File: src/rtl/md_ctl_pkg.sv
// Shared types for the MD timestep control path: sequencer states, phase IDs,
// and the state-to-phase mapping used to time-share the handshake block.
package md_ctl_pkg;

  typedef enum logic [3:0] {
    ST_IDLE,
    ST_P1_GO,
    ST_P1_WAIT,
    ST_P2_GO,
    ST_P2_WAIT,
    ST_P3_GO,
    ST_P3_WAIT,
    ST_SWAP,
    ST_ERROR
  } state_e;

  typedef enum logic [1:0] {
    PH_NONE  = 2'd0,
    PH_FORCE = 2'd1,
    PH_VEL   = 2'd2,
    PH_POS   = 2'd3
  } phase_e;

  function automatic phase_e phase_of(input state_e s);
    case (s)
      ST_P1_GO, ST_P1_WAIT: return PH_FORCE;
      ST_P2_GO, ST_P2_WAIT: return PH_VEL;
      ST_P3_GO, ST_P3_WAIT: return PH_POS;
      default:              return PH_NONE;
    endcase
  endfunction

endpackage

File: src/rtl/phase_handshake.sv
// Ready pulse, done rising-edge detect and watchdog for whichever phase is
// currently selected by the sequencer.
module phase_handshake #(
  parameter int unsigned WD_CYCLES = 1000000
) (
  input  logic clk_i,
  input  logic rst_i,
  input  logic go_i,
  input  logic wait_i,
  input  logic done_i,
  output logic ready_o,
  output logic done_edge_o,
  output logic timeout_o
);

  localparam int unsigned WD_W = (WD_CYCLES > 1) ? $clog2(WD_CYCLES + 1) : 1;
  localparam logic [WD_W-1:0] WD_LAST = WD_W'((WD_CYCLES == 0) ? 0 : WD_CYCLES - 1);

  logic            prev_q;
  logic [WD_W-1:0] wd_q;

  // prev tracks the selected done every cycle, so in the GO cycle it captures
  // the new phase's level and a held-high done can never look like an edge.
  always_ff @(posedge clk_i or posedge rst_i) begin
    if (rst_i) begin
      prev_q <= 1'b0;
      wd_q   <= '0;
    end else begin
      prev_q <= done_i;
      if (go_i)
        wd_q <= '0;
      else if (wait_i && (WD_CYCLES != 0))
        wd_q <= wd_q + 1'b1;
    end
  end

  always_comb begin
    ready_o     = go_i;
    done_edge_o = wait_i && done_i && !prev_q;
    timeout_o   = (WD_CYCLES != 0) && wait_i && (wd_q == WD_LAST);
  end

endmodule

File: src/rtl/timestep_controller.sv
// Sequences force, velocity and position phases for each MD timestep, flips
// the double buffer per step and stops at the programmed step limit.
module timestep_controller
  import md_ctl_pkg::*;
#(
  parameter int unsigned STEP_W    = 32,
  parameter int unsigned WD_CYCLES = 1000000
) (
  input  logic              clk,
  input  logic              reset,
  input  logic              start,
  input  logic              abort,
  input  logic [STEP_W-1:0] n_steps,
  input  logic              p1_done,
  input  logic              p2_done,
  input  logic              p3_done,
  output logic              p1_ready,
  output logic              p2_ready,
  output logic              p3_ready,
  output logic              double_buffer,
  output logic              busy,
  output logic [STEP_W-1:0] step_count,
  output logic              run_done,
  output logic [1:0]        error
);

  state_e            state_q, state_d;
  phase_e            err_q, err_d;
  logic [STEP_W-1:0] limit_q, limit_d;
  logic [STEP_W-1:0] step_q, step_d;
  logic              dbuf_q, dbuf_d;
  logic              run_done_q, run_done_d;

  phase_e phase;
  logic   go, waiting, done_sel, hs_ready, done_edge, timeout;

  always_comb begin
    phase   = phase_of(state_q);
    go      = state_q inside {ST_P1_GO, ST_P2_GO, ST_P3_GO};
    waiting = state_q inside {ST_P1_WAIT, ST_P2_WAIT, ST_P3_WAIT};
    case (phase)
      PH_FORCE: done_sel = p1_done;
      PH_VEL:   done_sel = p2_done;
      PH_POS:   done_sel = p3_done;
      default:  done_sel = 1'b0;
    endcase
  end

  phase_handshake #(
    .WD_CYCLES(WD_CYCLES)
  ) u_hs (
    .clk_i      (clk),
    .rst_i      (reset),
    .go_i       (go),
    .wait_i     (waiting),
    .done_i     (done_sel),
    .ready_o    (hs_ready),
    .done_edge_o(done_edge),
    .timeout_o  (timeout)
  );

  always_ff @(posedge clk or posedge reset) begin
    if (reset) begin
      state_q    <= ST_IDLE;
      err_q      <= PH_NONE;
      limit_q    <= '0;
      step_q     <= '0;
      dbuf_q     <= 1'b0;
      run_done_q <= 1'b0;
    end else begin
      state_q    <= state_d;
      err_q      <= err_d;
      limit_q    <= limit_d;
      step_q     <= step_d;
      dbuf_q     <= dbuf_d;
      run_done_q <= run_done_d;
    end
  end

  always_comb begin
    state_d    = state_q;
    err_d      = err_q;
    limit_d    = limit_q;
    step_d     = step_q;
    dbuf_d     = dbuf_q;
    run_done_d = 1'b0;
    if (abort) begin
      state_d = ST_IDLE;
    end else begin
      case (state_q)
        ST_IDLE, ST_ERROR: begin
          if (start) begin
            err_d = PH_NONE;
            if (n_steps != '0) begin
              limit_d = n_steps;
              step_d  = '0;
              state_d = ST_P1_GO;
            end else begin
              run_done_d = 1'b1;
              state_d    = ST_IDLE;
            end
          end
        end
        ST_P1_GO: state_d = ST_P1_WAIT;
        ST_P2_GO: state_d = ST_P2_WAIT;
        ST_P3_GO: state_d = ST_P3_WAIT;
        // A done edge coinciding with watchdog expiry is taken as success.
        ST_P1_WAIT: begin
          if (done_edge) state_d = ST_P2_GO;
          else if (timeout) begin err_d = phase; state_d = ST_ERROR; end
        end
        ST_P2_WAIT: begin
          if (done_edge) state_d = ST_P3_GO;
          else if (timeout) begin err_d = phase; state_d = ST_ERROR; end
        end
        ST_P3_WAIT: begin
          if (done_edge) state_d = ST_SWAP;
          else if (timeout) begin err_d = phase; state_d = ST_ERROR; end
        end
        ST_SWAP: begin
          dbuf_d = ~dbuf_q;
          step_d = step_q + 1'b1;
          if (step_d == limit_q) begin
            run_done_d = 1'b1;
            state_d    = ST_IDLE;
          end else begin
            state_d = ST_P1_GO;
          end
        end
        default: state_d = ST_IDLE;
      endcase
    end
  end

  always_comb begin
    p1_ready      = hs_ready && (phase == PH_FORCE);
    p2_ready      = hs_ready && (phase == PH_VEL);
    p3_ready      = hs_ready && (phase == PH_POS);
    busy          = !(state_q inside {ST_IDLE, ST_ERROR});
    double_buffer = dbuf_q;
    step_count    = step_q;
    run_done      = run_done_q;
    error         = err_q;
  end

endmodule

File: config.mk
export PLATFORM = sky130hd
export DESIGN_NAME = timestep_controller
export DESIGN_NICKNAME = d
export VERILOG_FILES = /design/src/rtl/md_ctl_pkg.sv /design/src/rtl/phase_handshake.sv /design/src/rtl/timestep_controller.sv
export SDC_FILE = /design/constraint.sdc
export NUM_CORES = 1
export LEC_CHECK = 0
export ABC_AREA = 0
export CAP_MARGIN = 5
export CORE_MARGIN = 10
export CORE_UTILIZATION = 40
export DETAILED_ROUTE_END_ITERATION = 8
export PLACE_DENSITY = 0.64
export REMOVE_ABC_BUFFERS = 1
export SLEW_MARGIN = 20
export SYNTH_ARGS = -nofsm -noshare
export SYNTH_HDL_FRONTEND = slang
export SYNTH_HIERARCHICAL = 1
export SYNTH_SLANG_ARGS = --single-unit
File: constraint.sdc
create_clock -name clk -period 2.7 [get_ports clk]
set_input_delay 0.405 -clock clk [delete_from_list [all_inputs] [get_ports clk]]
set_output_delay 0.405 -clock clk [all_outputs]
set_load 0.05 [all_outputs]
==> results_slide.txt <==
Implementation Results

Timing
  • Setup-failing EPs final: 0
  • Highest clock rate: 387.4 MHz
  • Final critical-path required period: 2.582 ns
  • Final hold violations: 0
  • Tcrit/Tclk final: 95.62%
  • Final Skew: 0.01038 ns

Worst setup path
  • RR Endpoint: state_q[0]
  • Critical path capture point type: flop
  • Maximum fanout along the worst path: 6
  • Reg2reg start: step_count[1]
  • CP startpoint: step_count[1]
  • FF-to-FF setup slack: 0.12 ns

Job
  • Max-cap violations: 0
  • Log Warnings: 26

Synthesis
  • Yosys stat area: 0.005670 mm^2
  • Post-synthesis cell type count: 67
  • Syn Inst Count: 606
  • Ys cells: 606
  • Synthesized area: approximately 0.0057 mm^2
  • Synth flops: between 90 and 100
  • Post-synth EDFFs: 0
  • Synth Warn #: 6

Global routing
  • GRT Total Usage: 16.51%
  • Global-route wire length before repair: 26.41 mm
  • Initial antenna violation count: 0

Clocking
  • Clock slew at reported path FFs: 0.07 ns
  • CTS root buffer: clkbuf_16
  • CTS Buf Count: 9
  • H-tree Lvls: 3

Floorplan
  • Die W: 139.1 um
  • Io pins: 79

Route
  • Residual DRC: 0
  • Per-cell routed wire length: 18.39 um
  • Via density: between 5 and 6
  • Final WL: 16.31 mm
  • ANT nets after route: 0

Pwr
  • Power share of the clock group: about 29%
  • Leakage power: about 3 nW
  • Cell Pwr Density: 611.5 mW/mm^2
  • Gate power share: just under 30%
  • Register share of total power: 42.0%
  • Sw power: around 1.4 mW

Placement
  • DP HPWL: roughly 12 mm
  • Port Buffers: 78

Finish
  • Most frequent logic cell in the layout: dfrtp_1
  • Final Cell Area: 0.007297 mm^2
  • Nets: approximately 740

Status
  • Outcome: finished, final reports clean
==> worst max-delay path by stage <==
stage / depth (start not counted) / endpoint / slack [ns]
CTS: 9 / run_done / 0.06
global placement: 7 / limit_q[26] / -0.0009
floorplan: 4 / p1_ready / -0.60
finish: 9 / state_q[0] / 0.12
detailed placement: 12 / state_q[1] / -0.06
global route: 9 / state_q[0] / -0.03
==> metrics by stage <==
step | std cells | power (mW) | setup TNS, ns
finish | 887 | 4.462 | 0
detailed placement | 869 | 3.171 | -0.2939
CTS | 885 | 4.481 | 0
global route | 887 | 4.706 | -0.05355
global placement | 869 | 3.139 | -0.001350
floorplan | 563 | 2.724 | -3.503
==> synth_stat cells (all sizes together) (6+ instances only) <==
cell     n  area share [%]
dfrtp   93              41
o21ai   62             5.5
nor2    52             3.4
nand2   46             3.0
xnor2   36             5.6
mux2    32             6.4
buf     25             2.6
nand3   22             2.5
nand4   22             2.5
xor2    22             3.4
nor4    21             3.1
a21oi   19             1.7
clkbuf  18             1.4
o31ai   17             2.3
and3    10             1.2
a31oi    9            0.99
and4     9             1.4
inv      9            0.60
nor3     9            0.79
or3      9             1.1
or4      6            0.86
==> area by class of cell <==
| type | instances | area [um^2] | share of cell area [%] |
|---|---|---|---|
| Multi-Input combinational cell | 461 | 3172 | 43.47 |
| Sequential cell | 93 | 2330 | 31.93 |
| Timing Repair Buffer | 128 | 1236 | 16.94 |
| Clock buffer | 10 | 229.0 | 3.138 |
| Tap cell | 180 | 225.2 | 3.086 |
| Clock inverter | 6 | 71.32 | 0.9774 |
| Inverter | 9 | 33.78 | 0.4630 |
==> power by group through the flow <==
stage          sequential (mW)  combinational, mW  clock (mW)
2_1_floorplan             1.84              0.880           0
3_3_place_gp              1.89               1.25           0
3_5_place_dp              1.90               1.27           0
4_1_cts                   1.88               1.28        1.32
5_1_grt                   1.91               1.41        1.39
6_report                  1.88               1.29        1.30
==> timing repair <==
item | 4_1_cts | 5_1_grt
setup endpoints to repair | 1 | 5
hold buffers | 0 | 0
resized | 1 | 17
setup buffers | 0 | 2
pin swaps | 0 | 10
==> sequential cells by signal, summed over array words and instances, names as in the netlist <==
register and cells:
limit_q 32, double_buffer 1, error 2, run_done 1
u_hs/prev_q 1, u_hs/wd_q 20, state_q 4, step_count 32
==> metal layers <==
| metal | track usage (%) | up-vias | share of wire (%) |
|---|---|---|---|
| li1 | - | 2412 | - |
| met1 | 21.24 | 2490 | 44 |
| met2 | 26.80 | 179 | 49 |
| met3 | 3.664 | 23 | 6.2 |
| met4 | 5.327 | 0 | 1.6 |
| met5 | 0 | - | 0 |
==> logic make-up (layout without fill, tap and decap cells) <==
group,count (synthesis),in the layout,synth area share [%]
flops,93,93,41.04
buf+inv,52,153,4.567
xor+xnor,58,58,8.958
simple gates,231,231,23.04
compound gates,135,135,15.07
mux,35,35,6.884
fa+ha+maj,2,2,0.4412
==> critical path, cell delays in order (launching register included) <==
cell and delay (ns):
dfrtp_1 0.41, ha_4 0.17, nand3_4 0.11, or4_4 0.55, or3_4 0.38, xnor2_2 0.12, nand4_1 0.15, nor4_4 0.33
o21ai_1 0.08, and3b_1 0.17
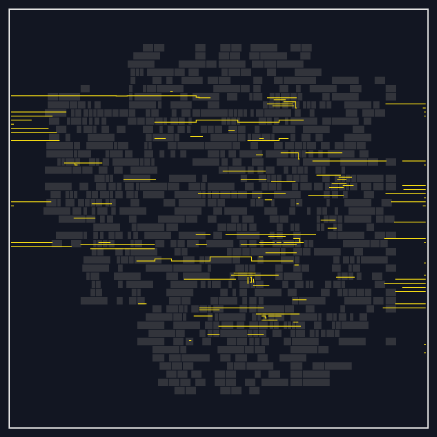
**Above:** met3 routing.
Scale: 3 px per um.
longest straight run = 35.0 um
main direction = horizontal
wire length on this layer = 1010 um
share of all routed wire = 6.2%
nets with wire on the layer = 88

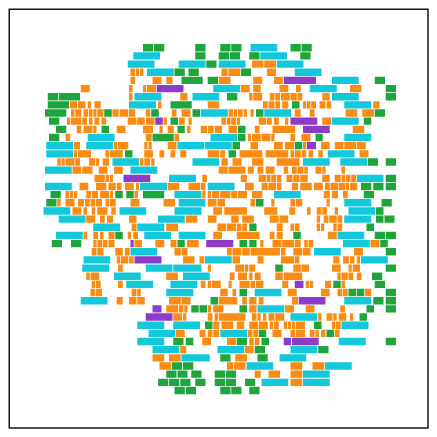
**Above:** cell classes on the final placement.
Scale: 3 px per um.
purple -> clock drivers and dummy loads  # cells 16
orange -> combinational and other logic  # cells 470
cyan -> flops  # cells 93
green -> other buffers and delay cells  # cells 128
CORE AREA: 0.01388 mm^2
cell row count: 43
Layout Utilization: 52.57%
flop share of the area: 31.93%

No activity file was given, so power comes from the tool's default toggle rates.
